--- src/rtl/split_pkg.sv ---
// split_pkg: shared defaults and state encoding
// for the split verdict collector.
package split_pkg;

  localparam int NUM_SPLITS_DEF = 8;
  localparam int CNT_W_DEF      = 32;
  localparam int TAG_W_DEF      = 16;

  typedef enum logic [1:0] {
    IDLE = 2'd0,
    RUN  = 2'd1,
    DONE = 2'd2
  } state_t;

endpackage

--- src/rtl/split_verdict_collector_sat_counter.sv ---
// sat_counter: saturating up-counter with
// synchronous clear; clear wins over increment.
module sat_counter #(
  parameter int W = 32
) (
  input  logic         clk,
  input  logic         rst_n,
  input  logic         clr,
  input  logic         inc,
  output logic [W-1:0] q
);

  // count up on inc, stick at all-ones
  always_ff @(posedge clk) begin
    if (!rst_n) begin
      q <= '0;
    end else if (clr) begin
      q <= '0;
    end else if (inc && !(&q)) begin
      q <= q + W'(1);
    end
  end

endmodule

--- src/rtl/split_verdict_collector.sv ---
// split_verdict_collector: combines per-split
// verdicts, counts outcomes, stops at target.
module split_verdict_collector
  import split_pkg::*;
#(
  parameter int NUM_SPLITS = NUM_SPLITS_DEF,
  parameter int CNT_W      = CNT_W_DEF,
  parameter int TAG_W      = TAG_W_DEF
) (
  input  logic                        clk,
  input  logic                        rst_n,
  input  logic                        start,
  input  logic                        abort,
  input  logic [CNT_W-1:0]            target_sat,
  input  logic                        in_valid,
  output logic                        in_ready,
  input  logic [NUM_SPLITS-1:0]       in_split_x,
  input  logic [TAG_W-1:0]            in_tag,
  output logic                        sat_valid,
  output logic [TAG_W-1:0]            sat_tag,
  output logic [CNT_W-1:0]            sample_cnt,
  output logic [CNT_W-1:0]            sat_cnt,
  output logic [NUM_SPLITS*CNT_W-1:0] fail_cnt,
  output logic                        busy,
  output logic                        done
);

  state_t           state;
  logic [CNT_W-1:0] target;
  logic             accept;
  logic             all_ok;
  logic             clr;
  logic [CNT_W-1:0] sat_next;

  assign accept = in_valid && in_ready;
  assign all_ok = &in_split_x;
  assign clr    = start && !abort &&
                  (state != RUN);

  // value sat_cnt will hold after this accept
  assign sat_next = (&sat_cnt) ? sat_cnt
                  : sat_cnt + CNT_W'(1);

  // run control with registered status outputs
  always_ff @(posedge clk) begin
    if (!rst_n) begin
      state    <= IDLE;
      target   <= '0;
      in_ready <= 1'b0;
      busy     <= 1'b0;
      done     <= 1'b0;
    end else if (abort) begin
      state    <= IDLE;
      in_ready <= 1'b0;
      busy     <= 1'b0;
      done     <= 1'b0;
    end else begin
      unique case (state)
        IDLE, DONE: begin
          if (start) begin
            target <= target_sat;
            if (target_sat == '0) begin
              state    <= DONE;
              in_ready <= 1'b0;
              busy     <= 1'b0;
              done     <= 1'b1;
            end else begin
              state    <= RUN;
              in_ready <= 1'b1;
              busy     <= 1'b1;
              done     <= 1'b0;
            end
          end
        end
        RUN: begin
          if (accept && all_ok &&
              sat_next >= target) begin
            state    <= DONE;
            in_ready <= 1'b0;
            busy     <= 1'b0;
            done     <= 1'b1;
          end
        end
        default: begin
          state    <= IDLE;
          in_ready <= 1'b0;
          busy     <= 1'b0;
          done     <= 1'b0;
        end
      endcase
    end
  end

  // one-cycle pulse with the satisfying tag
  always_ff @(posedge clk) begin
    if (!rst_n) begin
      sat_valid <= 1'b0;
      sat_tag   <= '0;
    end else begin
      sat_valid <= accept && all_ok;
      if (accept && all_ok) begin
        sat_tag <= in_tag;
      end
    end
  end

  sat_counter #(.W(CNT_W)) u_sample_cnt (
    .clk   (clk),
    .rst_n (rst_n),
    .clr   (clr),
    .inc   (accept),
    .q     (sample_cnt)
  );

  sat_counter #(.W(CNT_W)) u_sat_cnt (
    .clk   (clk),
    .rst_n (rst_n),
    .clr   (clr),
    .inc   (accept && all_ok),
    .q     (sat_cnt)
  );

  for (genvar i = 0; i < NUM_SPLITS; i++) begin : g_fail
    sat_counter #(.W(CNT_W)) u_fail_cnt (
      .clk   (clk),
      .rst_n (rst_n),
      .clr   (clr),
      .inc   (accept && !in_split_x[i]),
      .q     (fail_cnt[i*CNT_W +: CNT_W])
    );
  end

endmodule

--- config.mk ---
export PLATFORM = sky130hd
export DESIGN_NAME = split_verdict_collector
export DESIGN_NICKNAME = d
export VERILOG_FILES = /design/src/rtl/split_pkg.sv /design/src/rtl/split_verdict_collector_sat_counter.sv /design/src/rtl/split_verdict_collector.sv
export SDC_FILE = /design/constraint.sdc
export NUM_CORES = 1
export LEC_CHECK = 0
export CAP_MARGIN = 20
export CORE_MARGIN = 5
export CORE_UTILIZATION = 38
export CTS_CLUSTER_SIZE = 12
export DETAILED_ROUTE_END_ITERATION = 8
export GPL_TIMING_DRIVEN = 0
export SLEW_MARGIN = 10
export SYNTH_ARGS = -nofsm -noshare
export SYNTH_HDL_FRONTEND = slang
export SYNTH_HIERARCHICAL = 1
export SYNTH_SLANG_ARGS = --single-unit
--- constraint.sdc ---
create_clock -name clk -period 4.6 [get_ports clk]
set_input_delay 0.92 -clock clk [delete_from_list [all_inputs] [get_ports clk]]
set_output_delay 0.92 -clock clk [all_outputs]
set_load 0.1 [all_outputs]
run_1/clock_map.png
The bar under the picture is 50 microns long.
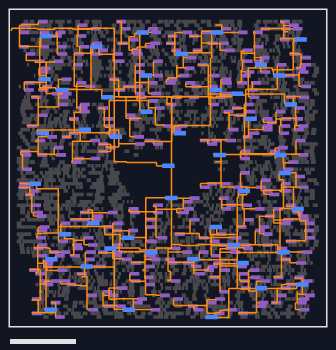
[orange] clock wires | length: 5650 microns
[purple] flip-flops | count: 371
[blue] cells driving clock nets | count: 46
flops lie: widely spread

run_1/met2.png
Cells faint in the background.
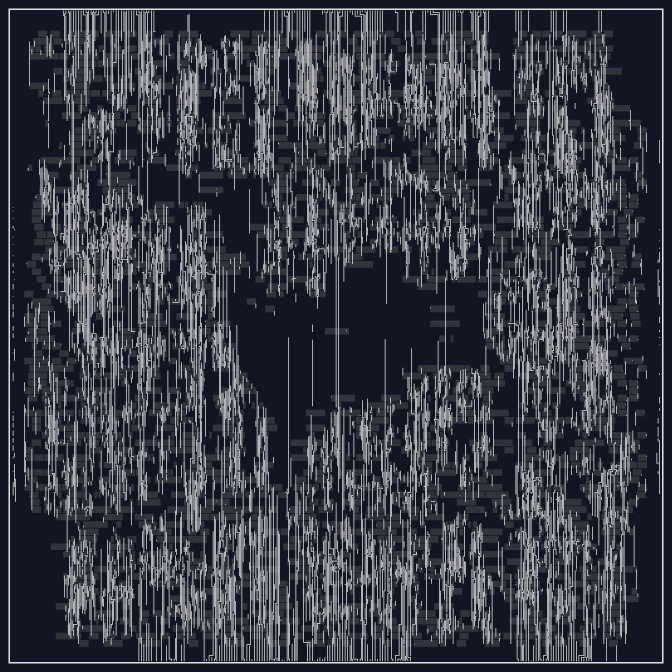
wire length on this layer: 32.3 mm
nets with wire on the layer: 2646
longest straight run: 86.0 microns
share of all routed wire: 47%
met2 GRT Util: 37.69%
via count: 21154
final wirelength: 68570 microns

==> results.yml, run 1 <==
# physical design summary
power:
  sw_frac_of_total_pct: 22.04
  combinationalPowerShare_pct: 3.8
  p_sw_uw: 1664
  vdd_drop_max_v: 0.0002391
cells_and_area:
  largest_reg_flops: 256
  comb_share_pct: 44.88
  instances_no_fill: 3648
  logic_gates: 1960
critical_path:
  r2r_slack_ns: 0.43
  worstPathArrival_ns: 4.63
synth:
  most_common_cell: "dfxtp_1"
  logic_family: "simple AND/OR/NAND/NOR gates"
  ys_ff: 371
  ys_sh_simple_pct: 34.70
  synth_async_sr_flop_share_pct: 0
  synth_area_sq_um: 19860
  synth_top_area_share_pct: 37.41
timing:
  slew_headroom_pct: 21.56
  slew_violations: 0
  grt_setup_unrepaired: "no"
  hold_viol: 0
  fin_skew_ns: 0.01683
detailed_routing:
  drt_iter0_drc: 1401
  wl_per_cell_microns: 18.80
floorplan:
  fp-utilization_pct: 38.55
  ios: 401
  die_y_microns: 238.6
clocking:
  clkSlewWorstSetupHoldPaths_ns: 0.06
  cts_buffers: 46
global_routing:
  grt_pass1_wl_microns: 106700
run_status:
  outcome: "finished clean"
run_1/cell_classes.png
The bar under the picture is 50 microns long.
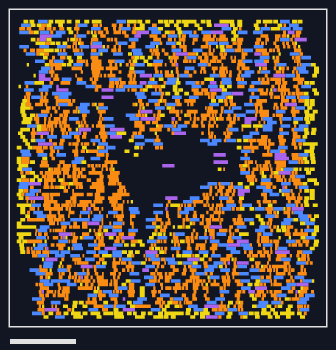
[orange] all other logic | cells: 2015
[purple] clock drivers and dummy loads | cells: 85
[blue] flops | cells: 371
[yellow] other buffers and delay cells | cells: 493
row cnt: 83
sequential share of cell area: 28.03%
core area: 51510 sq um
final core utilization: 51.43%

run 1: final timing paths:
kind	startpoint	to	cells after the start
setup / recovery	u_sat_cnt/q[2]	done	13
hold / removal	target[6]	target[6]	2
setup reg to reg	u_sat_cnt/q[2]	done	13
hold reg to reg	target[6]	target[6]	2
run 1: cells by family (layout without fill, tap and decap cells):
group	Yosys count	after routing
multiplexers	29	29
adder cells (fa/ha/maj)	43	43
AND-OR/OR-AND	636	636
AND/OR/NAND/NOR	1193	1193
XOR/XNOR	59	59
flip-flops	371	371
buffers and inverters	141	633
other	0	4
run 1: power groups by stage:
stage / combinational (uW) / sequential (uW) / clock, uW
after floorplan: 132 / 3330 / 0
after global placement: 285 / 3310 / 0
after detailed placement: 291 / 3310 / 0
after CTS: 292 / 3240 / 4140
after global routing: 316 / 3240 / 4260
final: 289 / 3240 / 4020
## Run 2: what changed since run 1
--- a/config.mk
+++ b/config.mk
@@ -5,9 +5,9 @@
 export SDC_FILE = /design/constraint.sdc
 export NUM_CORES = 1
 export LEC_CHECK = 0
-export CAP_MARGIN = 20
+export CAP_MARGIN = 5
 export CORE_MARGIN = 5
-export CORE_UTILIZATION = 38
+export CORE_UTILIZATION = 40
 export CTS_CLUSTER_SIZE = 12
 export DETAILED_ROUTE_END_ITERATION = 8
 export GPL_TIMING_DRIVEN = 0
==> run 2 against run 1 <==
  * Maximum frequency down 3.7%
  * Final area down 1.3%
  * Cell count decreased by 0.90%
  * Non-clock buffer count down 7
  * Flip-flop count stayed put
  * Combinational power hardly changed
  * Via count is 0.15% higher
  * First-iteration DRC count grew 4.9%
  * Hold slack improved by 0.0051 ns
  * Synthesized cell count did not move
  * Register-to-register slack improved by 0.21 ns
  * Clock power down 14%
  * Critical path type is now in -> reg
  * Critical endpoint is now u_sat_cnt/q[21]
  * Largest cell class unchanged
  * Largest power group unchanged
==> results.yml, run 2 <==
# physical design summary
floorplan:
  ios: 401
  die_y_microns: 232.8
  fp-utilization_pct: 40.48
  dieArea_sq_um: 54190
power:
  vdd_drop_max_v: 0.0002904
detailed_routing:
  drt_iter0_drc: 1469
  totalWireLength_microns: 67430
  ant_nets: 0
  vias: 21185
  wl_per_cell_microns: 18.65
cells_and_area:
  logic_gates: 1960
  largest_class: "logic gates"
  n_fill_cell: 4756
  largest_reg_flops: 256
  comb_share_pct: 45.54
  instances_no_fill: 3615
critical_path:
  cp_num_cells: 10
  worstPathArrival_ns: 4.83
  cp-end-kind: "register"
  crit_required_ns: 5.09
  ff2ff_path_depth: 9
synth:
  synth_area_sq_um: 19860
  yosys_warnings: 6
  ys_ff: 371
  synth_top_area_share_pct: 37.41
  top_area_cell: "dfxtp_1"
  most_common_cell: "dfxtp_1"
  logic_family: "simple AND/OR/NAND/NOR gates"
  synth_cells: 2472
  synth_async_sr_flop_share_pct: 0
  ys_sh_simple_pct: 34.70
timing:
  slew_headroom_pct: 15.10
  grt_setup_unrepaired: "no"
  fin_skew_ns: 0.01278
  max_freq_mhz: 230.8
  hold_viol: 0
  whs_ns: 0.4656
min_path:
  hold_path_depth: 2
clocking:
  cts_buffers: 45
  clock-root-buffer: "clkbuf_16"
  clockBufferDepth: 3
  clkSlewWorstSetupHoldPaths_ns: 0.06
job:
  cap_violations: 0
global_routing:
  grt_pass1_wl_microns: 105500
  use_met2_pct: 39.10
placed_design:
  globalplace.congestion: 0.9330
run_status:
  outcome: "finished clean"
==> run 2: power breakdown <==
part / total (uW) / switching, uW / internal [uW]
clock network: 3470 / 1390 / 2080
registers: 3240 / 11.5 / 3230
logic: 288 / 189 / 99.1
total: 7000 / 1590 / 5410
==> run 2: path summary, 6_finish.rpt <==
path | endpoint | start | slack, ns
worst min register to register | target[5] | target[5] | 0.47
worst max-delay path | u_sat_cnt/q[21] | in_valid | 0.27
worst min-delay path | target[5] | target[5] | 0.47
worst max register to register | u_sat_cnt/q[21] | busy | 0.64
==> run 2: timing repair <==
item,in CTS,in global routing
buffers inserted,0,0
pin swaps,0,0
hold buffers,0,0
gates resized,2,2
endpoints found under the setup margin,15,5
run_2/met2.png
Cells faint in the background.
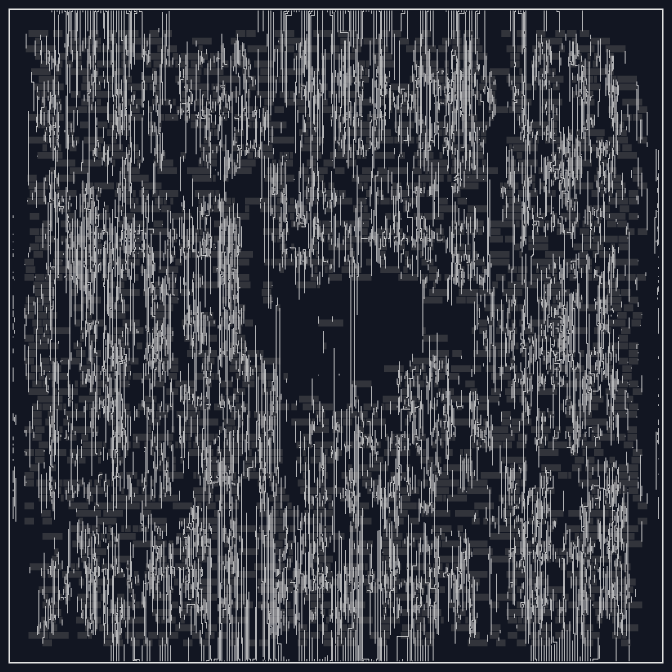
wire length on this layer: 31.5 mm
share of all routed wire: 47%
nets with wire on the layer: 2658

run_2/cell_classes.png
The bar under the picture is 50 microns long.
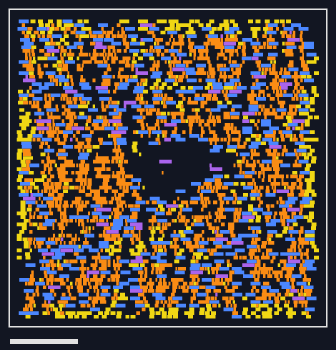
[purple] clock drivers and dummy loads | cells: 75
[yellow] other buffers and delay cells | cells: 486
[orange] all other logic | cells: 2015
[blue] flops | cells: 371
final core utilization: 53.30%
final instance area: 26150 sq um
core area: 49050 sq um
sequential share of cell area: 28.41%
row cnt: 81

## Run 3: what changed since run 2
--- a/config.mk
+++ b/config.mk
@@ -6,11 +6,12 @@
 export NUM_CORES = 1
 export LEC_CHECK = 0
 export CAP_MARGIN = 5
-export CORE_MARGIN = 5
+export CORE_MARGIN = 1
 export CORE_UTILIZATION = 40
 export CTS_CLUSTER_SIZE = 12
 export DETAILED_ROUTE_END_ITERATION = 8
 export GPL_TIMING_DRIVEN = 0
+export SKIP_LAST_GASP = 1
 export SLEW_MARGIN = 10
 export SYNTH_ARGS = -nofsm -noshare
 export SYNTH_HDL_FRONTEND = slang
==> run 3 against run 2 <==
  * Power grew 2.3%
  * Via count fell by 0.32%
  * Hold slack worse by 0.0010 ns
==> results.yml, run 3 <==
# physical design summary
run_status:
  outcome: "finished clean"
global_routing:
  use_met2_pct: 40.06
  grt_pass1_wl_microns: 103200
clocking:
  clkSlewWorstSetupHoldPaths_ns: 0.06
  clock-root-buffer: "clkbuf_16"
  cts_buffers: 45
  postCtsSetupRepairBufs: 0
synth:
  most_common_cell: "dfxtp_1"
  synth_area_sq_um: 19860
  synth_async_sr_flop_share_pct: 0
  synth_top_area_share_pct: 37.41
  synth_cells: 2472
  ys_ff: 371
critical_path:
  timing.rr.start: "u_sat_cnt/q[29]"
  crit_required_ns: 5.10
  worstPathArrival_ns: 4.85
min_path:
  hold_path_depth: 2
cells_and_area:
  comb_share_pct: 45.31
  largest_reg_flops: 256
  logic_gates: 1960
  largest_class: "logic gates"
  sh_seq_area_pct: 28.32
power:
  power.share.clock_pct: 50.7
  sw_frac_of_total_pct: 23.01
  powerClk_uw: 3630
  combinationalPowerShare_pct: 4.0
  power_leader: "clock"
detailed_routing:
  drt_iter0_drc: 1643
  wl_per_cell_microns: 18.20
floorplan:
  fp-utilization_pct: 40.56
timing:
  slew_headroom_pct: 19.76
  fin_skew_ns: 0.01315
  grt_setup_unrepaired: "no"
  hold_viol: 0
placed_design:
  globalplace.congestion: 0.9300
[run 3: cell counts after synthesis]
No cell type changed its count.
[run 3: through the flow]
stage,instance area (sq um),hold slack [ns]
after global routing,26220,0.4860
after CTS,26210,0.4673
after floorplan,19860,0.4435
final,26230,0.4646
after detailed placement,24690,0.4596
after global placement,24690,0.4548
[run 3: cell families (layout without fill, tap and decap cells)]
kind of cell             after synthesis  count (layout)  synth area share, %
adder cells (fa/ha/maj)               43              43                2.710
XOR/XNOR                              59              59                2.603
other                                  0               5                    0
AND/OR/NAND/NOR                     1193            1193                34.70
buffers and inverters                141             625                2.817
AND-OR/OR-AND                        636             636                18.28
flip-flops                           371             371                37.41
multiplexers                          29              29                1.481
[run 3: repair_timing]
action,CTS,global route
endpoints found under the setup margin,5,2
hold buffers,0,0
gates resized,1,1
run_3/met2.png
Cells faint in the background.
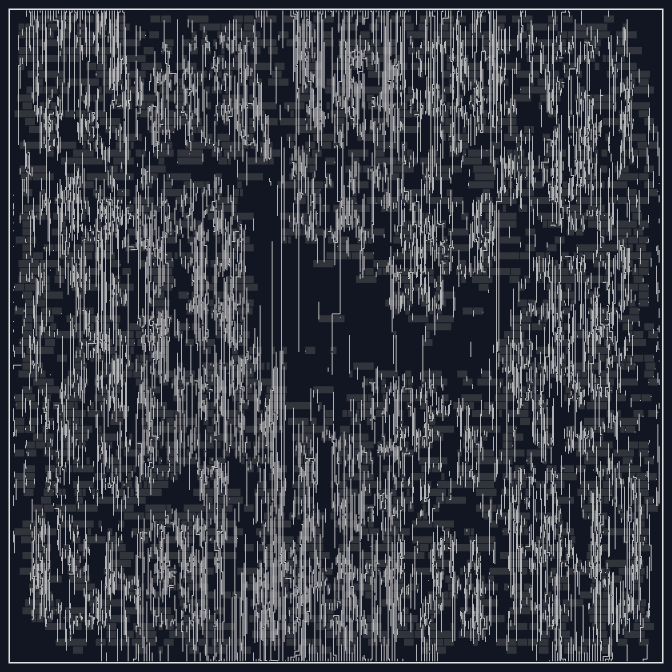
longest straight run: 131 microns
main direction: vertical
share of all routed wire: 46%
final wirelength: 65980 microns
via count: 21117

run_3/final_placement.png
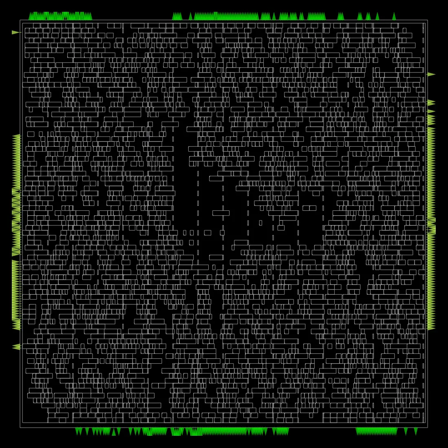
core area: 48950 sq um
Layout Cells excl Fill: 3625
FFs & Latches: 371


==> layout pictures side by side <==
Selected gate families.
shot_01.png
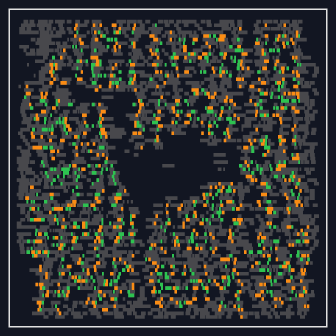
shot_02.png
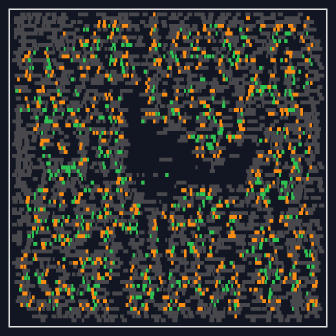
| picture | from |
|---|---|
| shot_02.png | run 3 |
| shot_01.png | run 1 |

Key to shot_02.png:
[green] NAND gates | cells: 565 | most used: nand2_1 | where: widely spread
[orange] inverting AOI/OAI gates | cells: 631 | most used: a21oi_1 | where: widely spread

Power and IR drop assume default switching activity.
